### src/rtl/seq_add_sub.sv
// -----------------------------------------------------------------------------
// seq_add_sub
//   Multi-cycle WIDTH-bit adder/subtractor. Processes one CHUNK-bit slice per
//   clock, LSB slice first, chaining the carry between slices. Subtraction is
//   done as A + ~B + 1, so in sub mode the carry-out means "no borrow".
//   A start/busy/done handshake frames each operation. Result and flags are
//   registered and change only when the last slice completes (or on reset).
//
// Parameters
//   WIDTH : operand/result width, positive multiple of CHUNK
//   CHUNK : slice width per cycle; N = WIDTH/CHUNK cycles per operation
//
// Ports
//   clk      in   rising-edge clock
//   rst_n    in   asynchronous active-low reset
//   start    in   operation request, sampled only when not busy
//   sub      in   0 = A+B, 1 = A-B (sampled with start)
//   a, b     in   operands (sampled with start)
//   busy     out  high while slices are being processed
//   done     out  one-cycle pulse when result/flags update
//   result   out  last completed result
//   carry    out  final carry-out (sub: 1 = A >= B unsigned)
//   overflow out  two's-complement overflow of the last result
// -----------------------------------------------------------------------------
module seq_add_sub #(
    parameter int WIDTH = 32,
    parameter int CHUNK = 8
) (
    input  logic             clk,
    input  logic             rst_n,
    input  logic             start,
    input  logic             sub,
    input  logic [WIDTH-1:0] a,
    input  logic [WIDTH-1:0] b,
    output logic             busy,
    output logic             done,
    output logic [WIDTH-1:0] result,
    output logic             carry,
    output logic             overflow
);

    localparam int N  = WIDTH / CHUNK;
    localparam int CW = (N > 1) ? $clog2(N) : 1;

    localparam logic [1:0] S_IDLE = 2'd0;
    localparam logic [1:0] S_RUN  = 2'd1;
    localparam logic [1:0] S_DONE = 2'd2;

    logic [1:0]       r_state;
    logic [WIDTH-1:0] r_op_a;
    logic [WIDTH-1:0] r_op_b;     // already inverted in sub mode
    logic             r_c;        // carry into the current slice
    logic [CW-1:0]    r_cnt;      // index of the slice being processed
    logic [WIDTH-1:0] r_sum;      // partial sum, filled slice by slice
    logic [WIDTH-1:0] r_result;
    logic             r_carry;
    logic             r_overflow;

    logic [CHUNK-1:0] w_a_slice;
    logic [CHUNK-1:0] w_b_slice;
    logic [CHUNK:0]   w_slice_sum;
    logic [WIDTH-1:0] w_sum_next;
    logic             w_last;
    logic             w_ovf;

    // NOTE: every signal written in always_comb gets a default first, so no
    // path leaves it unassigned and no latch is inferred.
    always_comb begin
        w_a_slice   = r_op_a[r_cnt*CHUNK +: CHUNK];
        w_b_slice   = r_op_b[r_cnt*CHUNK +: CHUNK];
        w_slice_sum = {1'b0, w_a_slice} + {1'b0, w_b_slice} + {{CHUNK{1'b0}}, r_c};
        w_sum_next  = r_sum;
        w_sum_next[r_cnt*CHUNK +: CHUNK] = w_slice_sum[CHUNK-1:0];
    end

    assign w_last = (r_cnt == CW'(N - 1));

    // Operands with equal sign producing a sum of the other sign. Using the
    // inverted B makes this one rule cover both add and subtract.
    assign w_ovf = (r_op_a[WIDTH-1] == r_op_b[WIDTH-1]) &&
                   (w_sum_next[WIDTH-1] != r_op_a[WIDTH-1]);

    // NOTE: sequential state uses non-blocking assignments so every register
    // samples pre-edge values; the operand/sum registers are reset as well so a
    // mid-operation reset leaves no stale data visible anywhere.
    always_ff @(posedge clk or negedge rst_n) begin
        if (!rst_n) begin
            r_state    <= S_IDLE;
            r_op_a     <= '0;
            r_op_b     <= '0;
            r_c        <= 1'b0;
            r_cnt      <= '0;
            r_sum      <= '0;
            r_result   <= '0;
            r_carry    <= 1'b0;
            r_overflow <= 1'b0;
        end else begin
            case (r_state)
                S_IDLE, S_DONE: begin
                    if (start) begin
                        r_op_a  <= a;
                        r_op_b  <= sub ? ~b : b;
                        r_c     <= sub;            // the +1 of two's complement
                        r_cnt   <= '0;
                        r_state <= S_RUN;
                    end else begin
                        r_state <= S_IDLE;
                    end
                end
                S_RUN: begin
                    r_sum <= w_sum_next;
                    r_c   <= w_slice_sum[CHUNK];
                    r_cnt <= r_cnt + CW'(1);
                    if (w_last) begin
                        r_result   <= w_sum_next;
                        r_carry    <= w_slice_sum[CHUNK];
                        r_overflow <= w_ovf;
                        r_state    <= S_DONE;
                    end
                end
                default: r_state <= S_IDLE;
            endcase
        end
    end

    assign busy     = (r_state == S_RUN);
    assign done     = (r_state == S_DONE);
    assign result   = r_result;
    assign carry    = r_carry;
    assign overflow = r_overflow;

endmodule

### config.mk
export PLATFORM = sky130hd
export DESIGN_NAME = seq_add_sub
export DESIGN_NICKNAME = d
export VERILOG_FILES = /design/src/rtl/seq_add_sub.sv
export SDC_FILE = /design/constraint.sdc
export NUM_CORES = 1
export LEC_CHECK = 0
export ABC_AREA = 1
export CAP_MARGIN = 30
export CORE_ASPECT_RATIO = 0.9
export CORE_MARGIN = 2
export CORE_UTILIZATION = 60
export CTS_BUF_LIST = sky130_fd_sc_hd__clkbuf_2 sky130_fd_sc_hd__clkbuf_4 sky130_fd_sc_hd__clkbuf_8
export DETAILED_ROUTE_END_ITERATION = 8
export HOLD_SLACK_MARGIN = 0.15
export PLACE_DENSITY = 0.85
export SLEW_MARGIN = 30
export SYNTH_ARGS = -nofsm -noshare
export SYNTH_HDL_FRONTEND = slang
export SYNTH_SLANG_ARGS = --single-unit
### constraint.sdc
create_clock -name clk -period 6.8 [get_ports clk]
set_clock_uncertainty 0.1 [all_clocks]
set_input_delay 1.02 -clock clk [delete_from_list [all_inputs] [get_ports clk]]
set_output_delay 1.02 -clock clk [all_outputs]
set_load 0.05 [all_outputs]
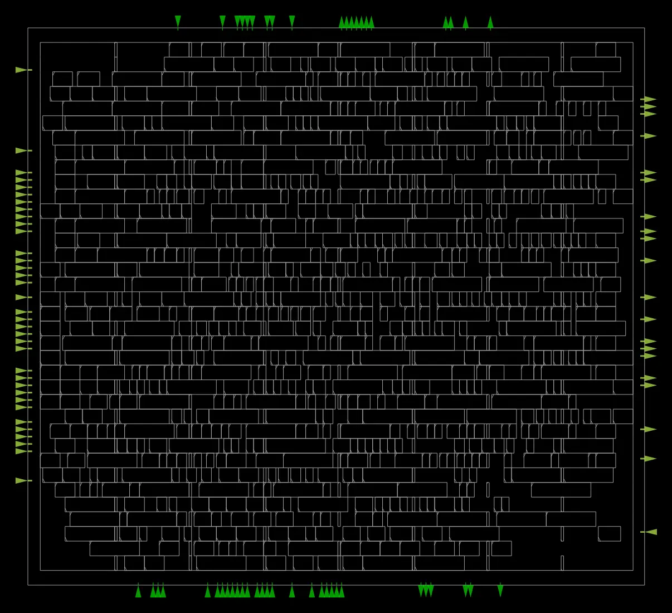
run_1/placement.png
Final Util: 74.5%
number of standard cells in the layout, taps in and fillers out: 969
number of well taps: 133

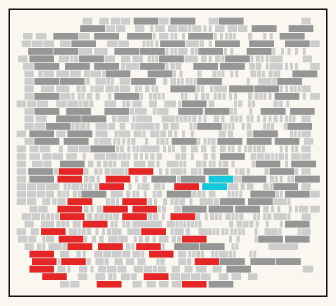
run_1/flops_by_reg.png
Other sequential cells in the stronger gray, the rest of the logic in the fainter gray.
- cyan: `r_state` (sequential cells 2)
- red: `r_op_b` (sequential cells 32)
- not colored: 101

==> flow_summary.json, run 1 <==
{
  "maxClockFrequency_ghz": 0.282,
  "floorplanUtilization_pct": 61.1,
  "dp_worst_setup_slack_ns": 3.40,
  "synth_top_cell_by_area": "sky130_fd_sc_hd__dfrtp_1",
  "port_buffers": 103,
  "cp-end-kind": "output port",
  "gr-total-overflow": 0,
  "comb_power_mw": 2.53,
  "setup_viol": 0,
  "yosys_stat_cell_total": 739,
  "power_clock_mw": 0.672,
  "power.share.sequential_pct": 29.9,
  "synth.most_common_cell": "sky130_fd_sc_hd__nand2_1",
  "cts_made_buffers": 17,
  "internal_power_mw": 2.40,
  "hp-start": "result[9]$_DFFE_PN0P_",
  "p_switching_mw": 2.16,
  "post-cts-setup-buffers": 0,
  "path_delay_family": "buffers and inverters",
  "use_met2_pct": 46.5,
  "comb.multi_input.count": 509,
  "dp.final_hpwl_mm": 11.1,
  "first_global_vias": 5374,
  "largest_net_degree_at_the_start_of_global_routing": 99,
  "post-route-drc-count": 0,
  "outcome": "finished clean",
  "dieArea_mm2": 0.0118,
  "fillerInstances": 780,
  "mi_logic_area_mm2": 0.00281,
  "postSynth.topFlopCell": "sky130_fd_sc_hd__dfrtp_1",
  "post_synth_xor_area_fraction_pct": 4.77,
  "stage_log_warnings": 31,
  "fin_crit_ns": 3.55
}
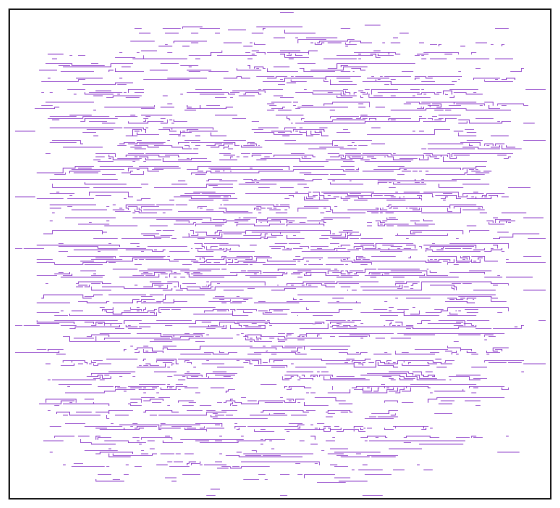
run_1/layer_met1.png
- longest straight run: 41.9 um
- share of all routed wire: 42%
- nets with wire on the layer: 808

## Run 2: what changed since run 1
--- a/config.mk
+++ b/config.mk
@@ -9,11 +9,11 @@
 export CAP_MARGIN = 30
 export CORE_ASPECT_RATIO = 0.9
 export CORE_MARGIN = 2
-export CORE_UTILIZATION = 60
+export CORE_UTILIZATION = 50
 export CTS_BUF_LIST = sky130_fd_sc_hd__clkbuf_2 sky130_fd_sc_hd__clkbuf_4 sky130_fd_sc_hd__clkbuf_8
 export DETAILED_ROUTE_END_ITERATION = 8
 export HOLD_SLACK_MARGIN = 0.15
-export PLACE_DENSITY = 0.85
+export PLACE_DENSITY = 0.75
 export SLEW_MARGIN = 30
 export SYNTH_ARGS = -nofsm -noshare
 export SYNTH_HDL_FRONTEND = slang
==> constraint.sdc (replaced) <==
create_clock -name clk -period 2.9 [get_ports clk]
set_clock_uncertainty 0.1 [all_clocks]
set_input_delay 0.435 -clock clk [delete_from_list [all_inputs] [get_ports clk]]
set_output_delay 0.435 -clock clk [all_outputs]
set_load 0.05 [all_outputs]
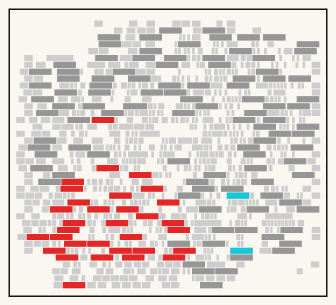
run_2/flops_by_reg.png
Other sequential cells in the stronger gray, the rest of the logic in the fainter gray.
- red: `r_op_b` (sequential cells 32)
- cyan: `r_state` (sequential cells 2)

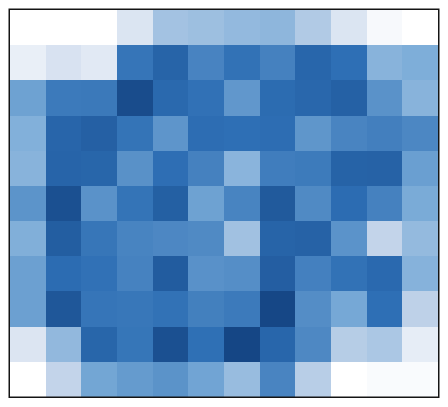
run_2/cell_density.png
12 x 11 tiles, from white (low) to dark blue (high), 0 to 100% covered.
- fullest tile: 91%
- mean over tiles: 57%
- tiles over 75% full: 24%
- nearly empty tiles: 4.5%

==> flow_summary.json, run 2 <==
{
  "dieArea_mm2": 0.0141,
  "power_clock_mw": 1.63,
  "synth_top_cell_by_area": "sky130_fd_sc_hd__dfrtp_1",
  "first_global_vias": 5430,
  "path_delay_family": "adder cells",
  "port_buffers": 103,
  "maxClockFrequency_ghz": 0.363,
  "nWellTaps": 164,
  "dp_worst_setup_slack_ns": -0.0842,
  "outcome": "finished clean",
  "power.share.sequential_pct": 29.0,
  "floorplanUtilization_pct": 51.5,
  "yosys_stat_cell_total": 739,
  "comb_power_mw": 6.15,
  "synth.most_common_cell": "sky130_fd_sc_hd__nand2_1",
  "setup_viol": 0,
  "p_switching_mw": 5.12,
  "fillerInstances": 1067,
  "postSynth.topFlopCell": "sky130_fd_sc_hd__dfrtp_1",
  "dp.final_hpwl_mm": 11.7,
  "final_util_pct": 64.6,
  "gr-total-overflow": 0,
  "post-route-drc-count": 0,
  "stage_log_warnings": 32,
  "fin_crit_ns": 2.75,
  "mi_logic_area_mm2": 0.00285,
  "comb.multi_input.count": 509
}
## Run 3: what changed since run 2
--- a/config.mk
+++ b/config.mk
@@ -14,6 +14,7 @@
 export DETAILED_ROUTE_END_ITERATION = 8
 export HOLD_SLACK_MARGIN = 0.15
 export PLACE_DENSITY = 0.75
+export SKIP_CTS_REPAIR_TIMING = 1
 export SLEW_MARGIN = 30
 export SYNTH_ARGS = -nofsm -noshare
 export SYNTH_HDL_FRONTEND = slang
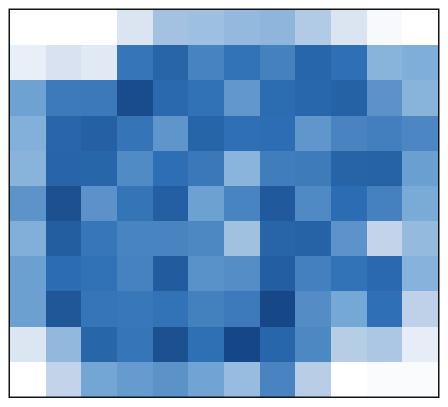
run_3/cell_density.png
12 x 11 tiles, from white (low) to dark blue (high), 0 to 100% covered.
- nearly empty tiles: 4.5%
- fullest tile: 91%
- tiles over 75% full: 24%
- mean over tiles: 57%

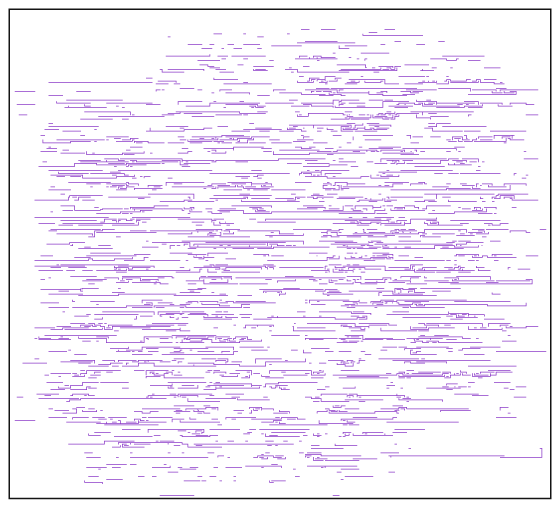
run_3/layer_met1.png
- wire length on this layer: 7050 um
- share of all routed wire: 44%
- longest straight run: 28.1 um
- main direction: horizontal
- nets with wire on the layer: 824

==> flow_summary.json, run 3 <==
{
  "floorplanUtilization_pct": 51.5,
  "synth.cells.most_frequent": "217 x sky130_fd_sc_hd__nand2_1, 135 x sky130_fd_sc_hd__dfrtp_1, 83 x sky130_fd_sc_hd__o21ai_0",
  "synth.most_common_cell": "sky130_fd_sc_hd__nand2_1",
  "path_delay_family": "adder cells",
  "global_route.usage.met1_pct": 30.6,
  "post-route-drc-count": 0,
  "synth_largest_type_area_fraction_pct": 51.4,
  "maxClockFrequency_ghz": 0.363,
  "p_switching_mw": 5.13,
  "r2r_start": "r_cnt[0]$_DFFE_PN0P_",
  "power_clock_mw": 1.63,
  "stage_log_warnings": 31,
  "yosys_stat_cell_total": 739,
  "insertedDiodeCount": 0,
  "synthSimpleGateAreaFrac_pct": 16.9,
  "power.share.sequential_pct": 28.9,
  "synth_top_cell_by_area": "sky130_fd_sc_hd__dfrtp_1",
  "first_global_vias": 5429,
  "setup_viol": 0,
  "comb_power_mw": 6.18,
  "gr-max-usage-layer": "met2",
  "nWellTaps": 164,
  "area_leaders": "sky130_fd_sc_hd__dfrtp_1 51%, sky130_fd_sc_hd__nand2_1 12%, sky130_fd_sc_hd__o21ai_0 6.3%",
  "port_buffers": 103,
  "dieArea_mm2": 0.0141,
  "post_drt_via_cell_ratio": 5.29,
  "gr-total-overflow": 0,
  "final_util_pct": 64.7,
  "crit_chain": "inv_4, nand2_1, a32o_1, fa_2, fa_2, xnor2_2, inv_1, nor2_2, nand2_1, o22ai_2, nand2_1, o21ai_0",
  "fin_crit_ns": 2.75,
  "dp_worst_setup_slack_ns": -0.0842,
  "fillerInstances": 1064,
  "htreeDepth": 4,
  "mi_logic_area_mm2": 0.00285,
  "required_worst_endpoint_ns": 3.15,
  "dp.final_hpwl_mm": 11.7,
  "firstDrtPassIters": 5,
  "comb.multi_input.count": 509,
  "outcome": "finished clean",
  "timing_worst_setup_path_type": "flop to flop",
  "ys.warnings.count": 0,
  "non_clock_buffer_area_share_pct": 14.7,
  "postSynth.topFlopCell": "sky130_fd_sc_hd__dfrtp_1"
}
